==> config.mk <==
export PLATFORM = sky130hd
export DESIGN_NAME = rw_array_sched_flat
export DESIGN_NICKNAME = d
export VERILOG_FILES = /design/src/rtl/rw_array_sched_if.sv /design/src/rtl/rw_array_sched.sv /design/src/flat_wrapper.sv
export SDC_FILE = /design/constraint.sdc
export NUM_CORES = 1
export LEC_CHECK = 0
export CAP_MARGIN = 20
export CORE_ASPECT_RATIO = 0.9
export CORE_MARGIN = 2
export CORE_UTILIZATION = 53
export CTS_CLUSTER_DIAMETER = 100
export DETAILED_ROUTE_END_ITERATION = 12
export PLACE_DENSITY = 0.83
export SLEW_MARGIN = 15
export SYNTH_ARGS = -nofsm -noshare
export SYNTH_HDL_FRONTEND = slang
export SYNTH_SLANG_ARGS = --single-unit
==> constraint.sdc <==
create_clock -name clk -period 4.65 [get_ports clk]
set_input_delay 0.6975 -clock clk [delete_from_list [all_inputs] [get_ports clk]]
set_output_delay 0.6975 -clock clk [all_outputs]
set_load 0.02 [all_outputs]
==> src/rtl/rw_array_sched_if.sv <==
// Request, array-read and output-stream signals of the round-robin array read scheduler.
// The master side is the clients/array/downstream; the slave side is the scheduler.
interface rw_array_sched_if #(
  parameter int unsigned NREQ  = 4,
  parameter int unsigned NBANK = 3,
  parameter int unsigned NROW  = 2,
  parameter int unsigned NCOL  = 4,
  parameter int unsigned DW    = 11
) ();
  localparam int unsigned BW  = (NBANK > 1) ? $clog2(NBANK) : 1;
  localparam int unsigned RW  = (NROW  > 1) ? $clog2(NROW)  : 1;
  localparam int unsigned CW  = (NCOL  > 1) ? $clog2(NCOL)  : 1;
  localparam int unsigned IDW = (NREQ  > 1) ? $clog2(NREQ)  : 1;

  logic [NREQ-1:0]    req_valid;
  logic [NREQ*BW-1:0] req_bank;
  logic [NREQ-1:0]    req_ready;
  logic               arr_rd;
  logic [BW-1:0]      arr_bank;
  logic [RW-1:0]      arr_row;
  logic [CW-1:0]      arr_col;
  logic [DW-1:0]      arr_rdata;
  logic               out_valid;
  logic               out_ready;
  logic [DW-1:0]      out_data;
  logic [IDW-1:0]     out_id;
  logic               out_last;
  logic               out_err;

  modport master (
    output req_valid, req_bank, arr_rdata, out_ready,
    input  req_ready, arr_rd, arr_bank, arr_row, arr_col,
           out_valid, out_data, out_id, out_last, out_err
  );

  modport slave (
    input  req_valid, req_bank, arr_rdata, out_ready,
    output req_ready, arr_rd, arr_bank, arr_row, arr_col,
           out_valid, out_data, out_id, out_last, out_err
  );
endinterface

==> src/rtl/rw_array_sched.sv <==
// Round-robin scheduler granting one requester at a time a full-bank burst read of the
// banked array, returning the words through a 2-entry output FIFO tagged with requester id.
module rw_array_sched #(
  parameter int unsigned NREQ  = 4,
  parameter int unsigned NBANK = 3,
  parameter int unsigned NROW  = 2,
  parameter int unsigned NCOL  = 4,
  parameter int unsigned DW    = 11
) (
  input  logic             clk,
  input  logic             rst,
  rw_array_sched_if.slave  bus
);
  localparam int unsigned BW  = (NBANK > 1) ? $clog2(NBANK) : 1;
  localparam int unsigned RW  = (NROW  > 1) ? $clog2(NROW)  : 1;
  localparam int unsigned CW  = (NCOL  > 1) ? $clog2(NCOL)  : 1;
  localparam int unsigned IDW = (NREQ  > 1) ? $clog2(NREQ)  : 1;

  typedef enum logic [1:0] {S_IDLE, S_BURST, S_DRAIN, S_ERR} state_e;

  typedef struct packed {
    logic [DW-1:0]  data;
    logic [IDW-1:0] id;
    logic           last;
  } word_t;

  state_e         state_q, state_d;
  logic [IDW-1:0] rr_q, rr_d;
  logic [IDW-1:0] id_q, id_d;
  logic [BW-1:0]  bank_q, bank_d;
  logic [RW-1:0]  row_q, row_d;
  logic [CW-1:0]  col_q, col_d;

  logic           inflight_q;
  logic           inflight_last_q;
  word_t          mem_q [2];
  logic           wptr_q, rptr_q;
  logic [1:0]     cnt_q;

  logic           found_c;
  logic [IDW-1:0] win_c;
  logic [IDW-1:0] idx_c;
  logic [BW-1:0]  win_bank_c;
  logic [NREQ-1:0] req_ready_c;
  logic           pop_c;
  logic [2:0]     pend_c;
  logic           rd_c;
  logic           last_beat_c;
  word_t          head_c;

  // First valid requester at or after the round-robin pointer, wrapping.
  always_comb begin
    found_c = 1'b0;
    win_c   = '0;
    idx_c   = '0;
    for (int i = 0; i < NREQ; i++) begin
      idx_c = IDW'((32'(rr_q) + 32'(i)) % NREQ);
      if (!found_c && bus.req_valid[idx_c]) begin
        found_c = 1'b1;
        win_c   = idx_c;
      end
    end
  end

  assign win_bank_c  = bus.req_bank[32'(win_c)*BW +: BW];
  assign head_c      = mem_q[rptr_q];
  assign pop_c       = (cnt_q != 2'd0) && bus.out_ready;
  // Words buffered or in flight after this edge must never exceed the FIFO depth.
  assign pend_c      = 3'(cnt_q) + 3'(inflight_q) - 3'(pop_c);
  assign rd_c        = (state_q == S_BURST) && (pend_c < 3'd2);
  assign last_beat_c = (row_q == RW'(NROW-1)) && (col_q == CW'(NCOL-1));

  always_comb begin
    state_d     = state_q;
    rr_d        = rr_q;
    id_d        = id_q;
    bank_d      = bank_q;
    row_d       = row_q;
    col_d       = col_q;
    req_ready_c = '0;
    unique case (state_q)
      S_IDLE: begin
        if (found_c) begin
          req_ready_c[win_c] = 1'b1;
          id_d    = win_c;
          bank_d  = win_bank_c;
          rr_d    = IDW'((32'(win_c) + 32'd1) % NREQ);
          row_d   = '0;
          col_d   = '0;
          state_d = (32'(win_bank_c) >= NBANK) ? S_ERR : S_BURST;
        end
      end
      S_BURST: begin
        if (rd_c) begin
          if (last_beat_c) begin
            state_d = S_DRAIN;
          end else if (col_q == CW'(NCOL-1)) begin
            col_d = '0;
            row_d = row_q + RW'(1);
          end else begin
            col_d = col_q + CW'(1);
          end
        end
      end
      S_DRAIN: begin
        if (pop_c && head_c.last) state_d = S_IDLE;
      end
      S_ERR: begin
        state_d = S_IDLE;
      end
      default: state_d = S_IDLE;
    endcase
  end

  always_ff @(posedge clk or negedge rst) begin
    if (!rst) begin
      state_q <= S_IDLE;
      rr_q    <= '0;
      id_q    <= '0;
      bank_q  <= '0;
      row_q   <= '0;
      col_q   <= '0;
    end else begin
      state_q <= state_d;
      rr_q    <= rr_d;
      id_q    <= id_d;
      bank_q  <= bank_d;
      row_q   <= row_d;
      col_q   <= col_d;
    end
  end

  // Read data lands one cycle after the strobe and is pushed with the burst tag.
  always_ff @(posedge clk or negedge rst) begin
    if (!rst) begin
      inflight_q      <= 1'b0;
      inflight_last_q <= 1'b0;
      wptr_q          <= 1'b0;
      rptr_q          <= 1'b0;
      cnt_q           <= 2'd0;
      for (int i = 0; i < 2; i++) mem_q[i] <= '0;
    end else begin
      inflight_q      <= rd_c;
      inflight_last_q <= rd_c && last_beat_c;
      if (inflight_q) begin
        mem_q[wptr_q] <= '{data: bus.arr_rdata, id: id_q, last: inflight_last_q};
        wptr_q        <= ~wptr_q;
      end
      if (pop_c) rptr_q <= ~rptr_q;
      cnt_q <= cnt_q + 2'(inflight_q) - 2'(pop_c);
    end
  end

  assign bus.req_ready = req_ready_c;
  assign bus.arr_rd    = rd_c;
  assign bus.arr_bank  = (state_q == S_BURST) ? bank_q : '0;
  assign bus.arr_row   = (state_q == S_BURST) ? row_q  : '0;
  assign bus.arr_col   = (state_q == S_BURST) ? col_q  : '0;
  assign bus.out_valid = (cnt_q != 2'd0);
  assign bus.out_data  = head_c.data;
  assign bus.out_id    = head_c.id;
  assign bus.out_last  = head_c.last;
  assign bus.out_err   = (state_q == S_ERR);
endmodule

==> src/flat_wrapper.sv <==
// flat-port wrapper written by rule: the top's interface ports become plain ports
module rw_array_sched_flat 
#(
  parameter int unsigned NREQ  = 4,
  parameter int unsigned NBANK = 3,
  parameter int unsigned NROW  = 2,
  parameter int unsigned NCOL  = 4,
  parameter int unsigned DW    = 11
)
  (clk, rst, bus_req_valid, bus_req_bank, bus_arr_rdata, bus_out_ready, bus_req_ready, bus_arr_rd, bus_arr_bank, bus_arr_row, bus_arr_col, bus_out_valid, bus_out_data, bus_out_id, bus_out_last, bus_out_err);
  rw_array_sched_if #(.NREQ(NREQ), .NBANK(NBANK), .NROW(NROW), .NCOL(NCOL), .DW(DW)) bus_i ();
  input  logic clk;
  input  logic rst;
  input wire logic [$bits(bus_i.req_valid)-1:0] bus_req_valid;
  input wire logic [$bits(bus_i.req_bank)-1:0] bus_req_bank;
  input wire logic [$bits(bus_i.arr_rdata)-1:0] bus_arr_rdata;
  input wire logic [$bits(bus_i.out_ready)-1:0] bus_out_ready;
  output wire logic [$bits(bus_i.req_ready)-1:0] bus_req_ready;
  output wire logic [$bits(bus_i.arr_rd)-1:0] bus_arr_rd;
  output wire logic [$bits(bus_i.arr_bank)-1:0] bus_arr_bank;
  output wire logic [$bits(bus_i.arr_row)-1:0] bus_arr_row;
  output wire logic [$bits(bus_i.arr_col)-1:0] bus_arr_col;
  output wire logic [$bits(bus_i.out_valid)-1:0] bus_out_valid;
  output wire logic [$bits(bus_i.out_data)-1:0] bus_out_data;
  output wire logic [$bits(bus_i.out_id)-1:0] bus_out_id;
  output wire logic [$bits(bus_i.out_last)-1:0] bus_out_last;
  output wire logic [$bits(bus_i.out_err)-1:0] bus_out_err;
  assign bus_i.req_valid = bus_req_valid;
  assign bus_i.req_bank = bus_req_bank;
  assign bus_i.arr_rdata = bus_arr_rdata;
  assign bus_i.out_ready = bus_out_ready;
  assign bus_req_ready = bus_i.req_ready;
  assign bus_arr_rd = bus_i.arr_rd;
  assign bus_arr_bank = bus_i.arr_bank;
  assign bus_arr_row = bus_i.arr_row;
  assign bus_arr_col = bus_i.arr_col;
  assign bus_out_valid = bus_i.out_valid;
  assign bus_out_data = bus_i.out_data;
  assign bus_out_id = bus_i.out_id;
  assign bus_out_last = bus_i.out_last;
  assign bus_out_err = bus_i.out_err;
  rw_array_sched #(.NREQ(NREQ), .NBANK(NBANK), .NROW(NROW), .NCOL(NCOL), .DW(DW)) u_core (.clk(clk), .rst(rst), .bus(bus_i));
endmodule
Run 1, met3 routing:
Drawn at 4 px/um.
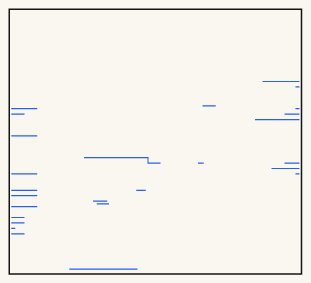
share of all routed wire	3.4%
wire length on this layer	135 um
routed vias: 1,513
detailed-route wire length: 3910 um
M3 GR Usage: 3.81%

Run 1, wiring by layer:
Drawn at 4 px/um. Two of the layers only.
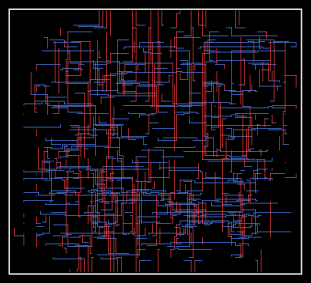
colour	layer	wire length
blue	met1	1,980 um
red	met2	1,760 um

==> ci_impl_report.md, run 1 <==
### Flow metrics

| Metric | Value |
|---|---|
| Slew margin rel. | a little over half |
| Diodes inserted | 0 |
| Crit path to | bus_arr_rd |
| Initial drt markers | 48 |
| CTS Sinks | 45 |
| Final Skew | around 0.0025 ns |
| Cts hold-fix bufs | 0 |
| Setup CP Type | in2out |
| First-pass GRT wire length | 6400 um |
| Syn_nets | approximately 220 |
| Ys cells | 187 |
| Fp util | 55.2% |
| Largest reg by FF count | u_core.mem_q |
| Most instantiated library cell after synthesis | dfrtp_1 |
| R2r startpoint | u_core.cnt_q[1] |
| Crit path from | bus_out_ready |
| Crit path capture type | output port |
| Register area share after synthesis | 50.1% |
| Grt met2 use | roughly 28% |
| Worst path cell trace | clkdlybuf4s50_1 -> nand2_1 -> inv_1 -> ha_1 -> inv_1 -> ha_1 -> fa_1 -> nand2b_1 -> nor2_1 -> clkdlybuf4s50_1 |
| Via density | 5.22 |
| Power in combinational cells | 1.10 mW |
| Setup Slack @ Placement | 0.805 ns |
| Routed wire length per instance | 13.5 um |
| Adder share | about 4.8% |
| Total chip power | between 2 and 2.5 mW |
| Fraction of layout cells with a size suffix above 1 | 24.8% |
| Clock Latency Late Sink | 0.29 ns |
| Pwr Density | 708 nW/um^2 |
| Top cells, area | dfrtp_1 50%, mux2_2 22%, ha_1 3.9% |
| Critical path peak fanout | 5 |
| # DRC | 0 |
| Worst hold slack | between 0.3 and 0.4 ns |
| Nets@finish | 275 |
| Pre-Repair DR Iteration Count | 4 |
| Crit path largest cell delay | 0.62 ns |
| Non-Clock Buffer Count | 54 |
| CP required | 3.95 ns |
| Reg area | 1130 um^2 |
| IO Count | ~52 |
| Number of logic gates | 127 |
| Met1 usage | 23.8% |
| Cells after Synth | approximately 190 |
| Final setup TNS | 0 ns |
| Final worst path period need | 3.85 ns |
| Flop pwr share | 35.4% |
| Inverters, non-clock | 8 |
| Count of pins over their slew limit | 0 |
| Net Switching | between 0.7 and 0.8 mW |
| Routed wl met2 | 1760 um |
| Maxcap violations | 0 |
| Total sequential power | 0.729 mW |
| Post-synth top area cell | dfrtp_1 |
| Non-Filler Instances | about 290 |
| Fmax | between 200 and 300 MHz |
| Wire length on met3 | 134 um |
| Core area | 4070 um^2 |
| Ys flop type | dfrtp_1 |
| Well Taps | 48 |
| Yosys aoi share | around 6.6% |
| Top Consumer | combinational cells |
| Area share, top type | 50.1% |
| Placed Instances | 281 |
| GRT Overall Usage | 17.3% |
| Final Hold Viols | 0 |
| Clock network share of area | under 10% |
| Seq cells | 45 |
| Postcts setup bufs | 0 |
| Status | finished clean |
| Arr. time, crit path | 3.16 ns |
| Most common logic cell in the routed design | clkdlybuf4s50_1 |
| Filler cell count | 314 |
| Worst-margin pin slew | 0.682 ns |
| Critical path's top delay family | buffers and inverters |
| Syn_area_per_cell | ~12 um^2 |
| RSZ-0062 raised after global routing | false |
| Resized Gates After CTS | 0 |
| Detail Route Antenna Nets | 0 |
| Non-clock buffers, area share | 18.6% |
| Gpl congestion | 0.768 |
| MUX share of area | 24.2% |
| Root buf cell | clkbuf_8 |
| Synth flops | 45 |
| DIE HEIGHT | 65.8 um |
| R2R Path End | u_core.col_q[0] |
| Dominant kind of combinational cell | multiplexers |
| Largest net degree at the start of global routing | around 46 |
| Rows | 22 |
| R2r setup slk | 1.85 ns |
| Synth warn | 0 |
| Vias in the first global route | 1,452 |
| Grt peak-use layer | met2 |
| Unique cell types | 35 |
| Clock Path Buffers | 2 |
| Buffer and inverter count on the worst path | 4 |
| Placed cell areas | 2800 um^2 |
| GR Overflow Total | 0 |
| Reg2Reg Depth | 11 |
| WL met1 | approximately 2000 um |
| Initial antenna violation count | 0 |
| Yosys stat area | 2250 um^2 |
| Max reg flops | 28 |
| Part of the power in the clock network | 11.4% |
| Sequential share of cell area | between 30 and 40% |
| Dpl hpwl | 2710 um |
| Final core utilization | between 70 and 80% |
| Chip area | 4780 um^2 |
| Critical path depth | 10 |
| XORs/XNORs by Area | 1.17% |
| Clock slew seen by the registers of the worst setup and hold paths | 0.08 ns |
| Async SR Flop Fraction | 100% |
| Die Wd | 72.7 um |
| Switching Fraction | a little under two fifths |
| Share of power burned in combinational logic | 53.2% |
| Crit start category | input port |
| Comb gate area | 1070 um^2 |
| Port buffer count | 51 |
| Syn-to-layout area delta | 29.3% |
| Worst hold path class | in2async |
| Post-layout period usage | between 80% and 90% |
| Clk. pwr | 0.234 mW |
| Top cells excl fill/tap | 50 x clkdlybuf4s50_1, 45 x dfrtp_1, 44 x mux2_2 |
Run 1, sequential cells coloured by netlist name:
Drawn at 8 px/um. Other sequential cells in the stronger grey, the rest of the logic in the fainter grey.
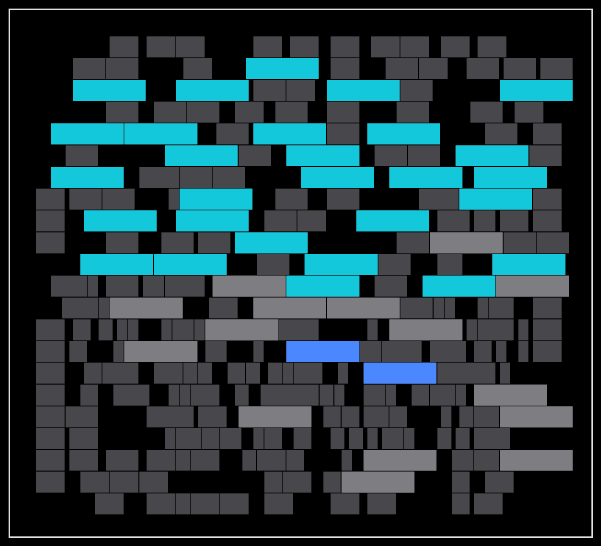
colour	netlist name	flops
blue	`u_core.state_q`	2
cyan	`u_core.mem_q`	28
not coloured	15

==> inputs of run 2 (changes only) <==
--- a/config.mk
+++ b/config.mk
@@ -8,10 +8,10 @@
 export CAP_MARGIN = 20
 export CORE_ASPECT_RATIO = 0.9
 export CORE_MARGIN = 2
-export CORE_UTILIZATION = 53
+export CORE_UTILIZATION = 45
 export CTS_CLUSTER_DIAMETER = 100
 export DETAILED_ROUTE_END_ITERATION = 12
-export PLACE_DENSITY = 0.83
+export PLACE_DENSITY = 0.75
 export SLEW_MARGIN = 15
 export SYNTH_ARGS = -nofsm -noshare
 export SYNTH_HDL_FRONTEND = slang
==> constraint.sdc (replaced) <==
create_clock -name clk -period 3.4 [get_ports clk]
set_input_delay 0.51 -clock clk [delete_from_list [all_inputs] [get_ports clk]]
set_output_delay 0.51 -clock clk [all_outputs]
set_load 0.02 [all_outputs]
Run 2, met3 routing:
Drawn at 4 px/um.
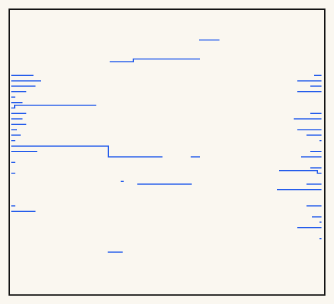
detailed-route wire length: 4180 um
M3 GR Usage: 5.10%
routed vias: 1,559

==> ci_impl_report.md, run 2 <==
### Flow metrics

| Metric | Value |
|---|---|
| Largest reg by FF count | u_core.mem_q |
| Non-Filler Instances | 311 |
| Worst-margin pin slew | 0.688 ns |
| XORs/XNORs by Area | ~1.2% |
| Crit start category | register |
| Clk. pwr | 0.320 mW |
| Arr. time, crit path | 2.65 ns |
| # DRC | 0 |
| Max reg flops | 28 |
| Dpl hpwl | 2930 um |
| Post-layout period usage | between 90% and 100% |
| First-pass GRT wire length | 7360 um |
| Resized Gates After CTS | 1 |
| DIE HEIGHT | 71.1 um |
| Critical path peak fanout | 3 |
| Initial antenna violation count | 0 |
| Share of power burned in combinational logic | a little over half |
| Register area share after synthesis | between 50% and 60% |
| Cells after Synth | 187 |
| Clock Path Buffers | 2 |
| Synth flops | 45 |
| Total chip power | 2.85 mW |
| Unique cell types | 35 |
| Initial drt markers | roughly 63 |
| Grt peak-use layer | met2 |
| WL met1 | 1970 um |
| Worst hold path class | in2async |
| Diodes inserted | 0 |
| Inverters, non-clock | 8 |
| Top Consumer | combinational cells |
| Area share, top type | 50.1% |
| R2r setup slk | 0.53 ns |
| Setup Slack @ Placement | -0.0616 ns |
| Nets@finish | 279 |
| Syn-to-layout area delta | 31.4% |
| Crit path from | u_core.cnt_q[1] |
| Async SR Flop Fraction | 100% |
| Status | finished clean |
| Routed wire length per instance | ~13 um |
| MUX share of area | 24.2% |
| Chip area | 5580 um^2 |
| Crit path to | bus_arr_rd |
| Non-Clock Buffer Count | 58 |
| Cts hold-fix bufs | 0 |
| Rows | 24 |
| Count of pins over their slew limit | 0 |
| Reg area | approximately 1100 um^2 |
| Die Wd | 78.5 um |
| Fraction of layout cells with a size suffix above 1 | roughly 27% |
| Largest net degree at the start of global routing | 46 |
| Placed Instances | roughly 300 |
| Ys flop type | dfrtp_1 |
| Well Taps | 65 |
| Ys cells | 187 |
| Syn_nets | 221 |
| Flop pwr share | 34.9% |
| Fp util | 46.5% |
| Part of the power in the clock network | 11.2% |
| Maxcap violations | 0 |
| CP required | 2.89 ns |
| Synth warn | 0 |
| Net Switching | 1.07 mW |
| Postcts setup bufs | 0 |
| Final Skew | 0.00400 ns |
| Routed wl met2 | 1920 um |
| Top cells excl fill/tap | 49 x clkdlybuf4s50_1, 45 x dfrtp_1, 44 x mux2_2 |
| Grt met2 use | 25.1% |
| Vias in the first global route | approximately 1,600 |
| Pwr Density | 965 nW/um^2 |
| Crit path capture type | output port |
| Reg2Reg Depth | 12 |
| Placed cell areas | between 2000 and 3000 um^2 |
| Non-clock buffers, area share | 19.1% |
| GR Overflow Total | 0 |
| RSZ-0062 raised after global routing | false |
| Yosys stat area | 2250 um^2 |
| R2R Path End | u_core.col_q[0] |
| Via density | 5.01 |
| Root buf cell | clkbuf_8 |
| Sequential share of cell area | a little under two fifths |
==> inputs of run 3 (changes only) <==
--- a/config.mk
+++ b/config.mk
@@ -10,8 +10,10 @@
 export CORE_MARGIN = 2
 export CORE_UTILIZATION = 45
 export CTS_CLUSTER_DIAMETER = 100
+export CTS_CLUSTER_SIZE = 24
 export DETAILED_ROUTE_END_ITERATION = 12
 export PLACE_DENSITY = 0.75
+export SKIP_LAST_GASP = 1
 export SLEW_MARGIN = 15
 export SYNTH_ARGS = -nofsm -noshare
 export SYNTH_HDL_FRONTEND = slang
Run 3, placed standard cells:
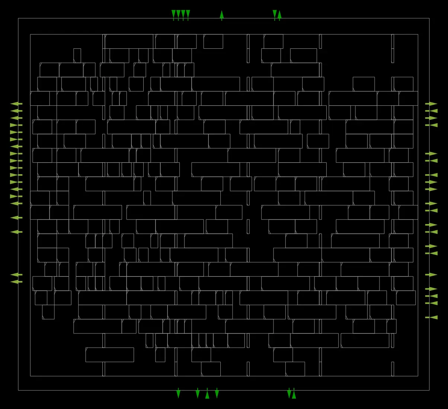
Seq cells: 45
Well Taps: 65
final core utilization: 61.2%
filler cell count: 416

==> ci_impl_report.md, run 3 <==
### Flow metrics

| Metric | Value |
|---|---|
| Share of power burned in combinational logic | 53.9% |
| Initial antenna violation count | 0 |
| Clock network share of area | around 2.9% |
| Crit path largest cell delay | 0.46 ns |
| Crit start category | register |
| Synth warn | 0 |
| Area share, top type | 50.1% |
| CTS Sinks | roughly 45 |
| Fraction of layout cells with a size suffix above 1 | a little over a quarter |
| Sequential share of cell area | a little under two fifths |
| Diodes inserted | 0 |
| Total chip power | 2.85 mW |
| # DRC | 0 |
| Worst path cell trace | or2_2 -> nand2_1 -> inv_1 -> ha_1 -> inv_1 -> ha_1 -> fa_1 -> nand2b_1 -> nor2_1 -> clkbuf_2 |
| First-pass GRT wire length | ~7400 um |
| Postcts setup bufs | 0 |
| Initial drt markers | between 60 and 70 |
| Worst hold path class | in2async |
| Maxcap violations | 0 |
| Non-Filler Instances | approximately 310 |
| Resized Gates After CTS | 1 |
| Buffer and inverter count on the worst path | 3 |
| Fp util | 46.5% |
| Critical path's top delay family | adder cells |
| Root buf cell | clkbuf_8 |
| Largest reg by FF count | u_core.mem_q |
| Power in combinational cells | ~1.5 mW |
| Clock slew seen by the registers of the worst setup and hold paths | 0.08 ns |
| Grt met2 use | about 25% |
| Fmax | roughly 320 MHz |
| Most instantiated library cell after synthesis | dfrtp_1 |
| Core area | roughly 4800 um^2 |
| Crit path capture type | output port |
| Non-clock buffers, area share | 19.1% |
| R2r setup slk | approximately 0.53 ns |
| R2r startpoint | u_core.cnt_q[1] |
| XORs/XNORs by Area | 1.17% |
| Clk. pwr | between 0.3 and 0.4 mW |
| Yosys stat area | 2250 um^2 |
| Gpl congestion | 0.775 |
| Async SR Flop Fraction | 100% |
| Grt peak-use layer | met2 |
| Setup CP Type | reg2out |
| Reg2Reg Depth | 12 |
| Synth flops | 45 |
| Final worst path period need | 3.16 ns |
| Comb gate area | about 1100 um^2 |
| Placed Instances | 300 |
| Rows | 24 |
| Status | finished clean |
| Ys flop type | dfrtp_1 |
| Unique cell types | 35 |
| Num CTS Buffers | 5 |
| Crit path from | u_core.cnt_q[1] |
| Clock Path Buffers | 2 |
| Cells after Synth | 187 |
| Count of pins over their slew limit | 0 |
| Chip area | 5580 um^2 |
| Yosys aoi share | between 6 and 7% |
| Setup Slack @ Placement | -0.0616 ns |
| Placed cell areas | 2840 um^2 |
| Most common logic cell in the routed design | clkdlybuf4s50_1 |
| Pre-Repair DR Iteration Count | 3 |
| Register area share after synthesis | around half |
| Detail Route Antenna Nets | 0 |
| Ys cells | 187 |
| IO Count | roughly 52 |
| Port buffer count | 51 |
| Top cells, area | dfrtp_1 50%, mux2_2 22%, ha_1 3.9% |
| Flop pwr share | roughly a third |
| Met1 usage | 24.0% |
| Number of logic gates | 127 |
| RSZ-0062 raised after global routing | false |
| Inverters, non-clock | 8 |
| Part of the power in the clock network | 11.2% |
| Syn_area_per_cell | 12.0 um^2 |
| CP required | 2.89 ns |
| Arr. time, crit path | 2.65 ns |
| Syn_nets | 221 |
| Final Hold Viols | 0 |
| Max reg flops | 28 |
| Routed wire length per instance | 13.4 um |
| Slew margin rel. | 54.1% |
| Total sequential power | roughly 1 mW |
| Vias in the first global route | ~1,600 |
| GRT Overall Usage | 16.8% |
| Post-synth top area cell | dfrtp_1 |
| WL met1 | a little under 2000 um |
| Detailed-route wire length | 4180 um |
| Nets@finish | approximately 280 |
| Reg area | 1130 um^2 |
| Post-layout period usage | 92.8% |
| Via density | 5.01 |
| Switching Fraction | a little under two fifths |
| DIE HEIGHT | 71.1 um |
| Syn-to-layout area delta | 31.4% |
| Top cells excl fill/tap | 49 x clkdlybuf4s50_1, 45 x dfrtp_1, 44 x mux2_2 |
| Critical path depth | 10 |
| Clock Latency Late Sink | 0.29 ns |
| Adder share | 4.78% |
| H-tree depth | 2 |
| Crit path to | bus_arr_rd |
| Die Wd | 78.5 um |
| Cts hold-fix bufs | 0 |
| Net Switching | 1.07 mW |
| Worst-margin pin slew | 0.688 ns |
| Wire length on met3 | 242 um |
| GR Overflow Total | 0 |
| R2R Path End | u_core.col_q[0] |
| Dpl hpwl | 2930 um |
| M3 GR Usage | ~5% |
| Non-Clock Buffer Count | a little under 60 |
| MUX share of area | 24.2% |

==> gallery <==
Cells coloured by class.
Drawn at 4 px/um.
(a)
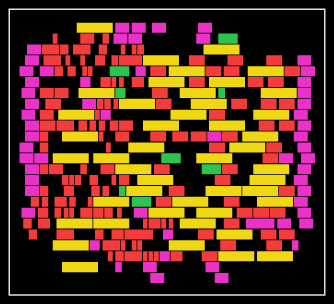
(b)
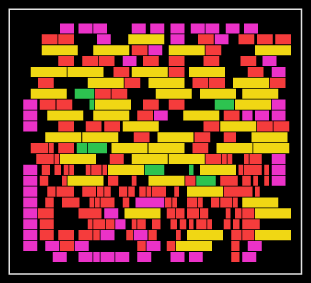
(a) -> run 3
(b) -> run 1
- largest die: (a)

Key to (b):
colour	class	cells	share of their area
magenta	other buffers and delay cells	54	19%
yellow	flops	45	40%
red	all other logic	135	39%
green	clock drivers and dummy loads	8	2.9%

Power and IR drop assume default switching activity.
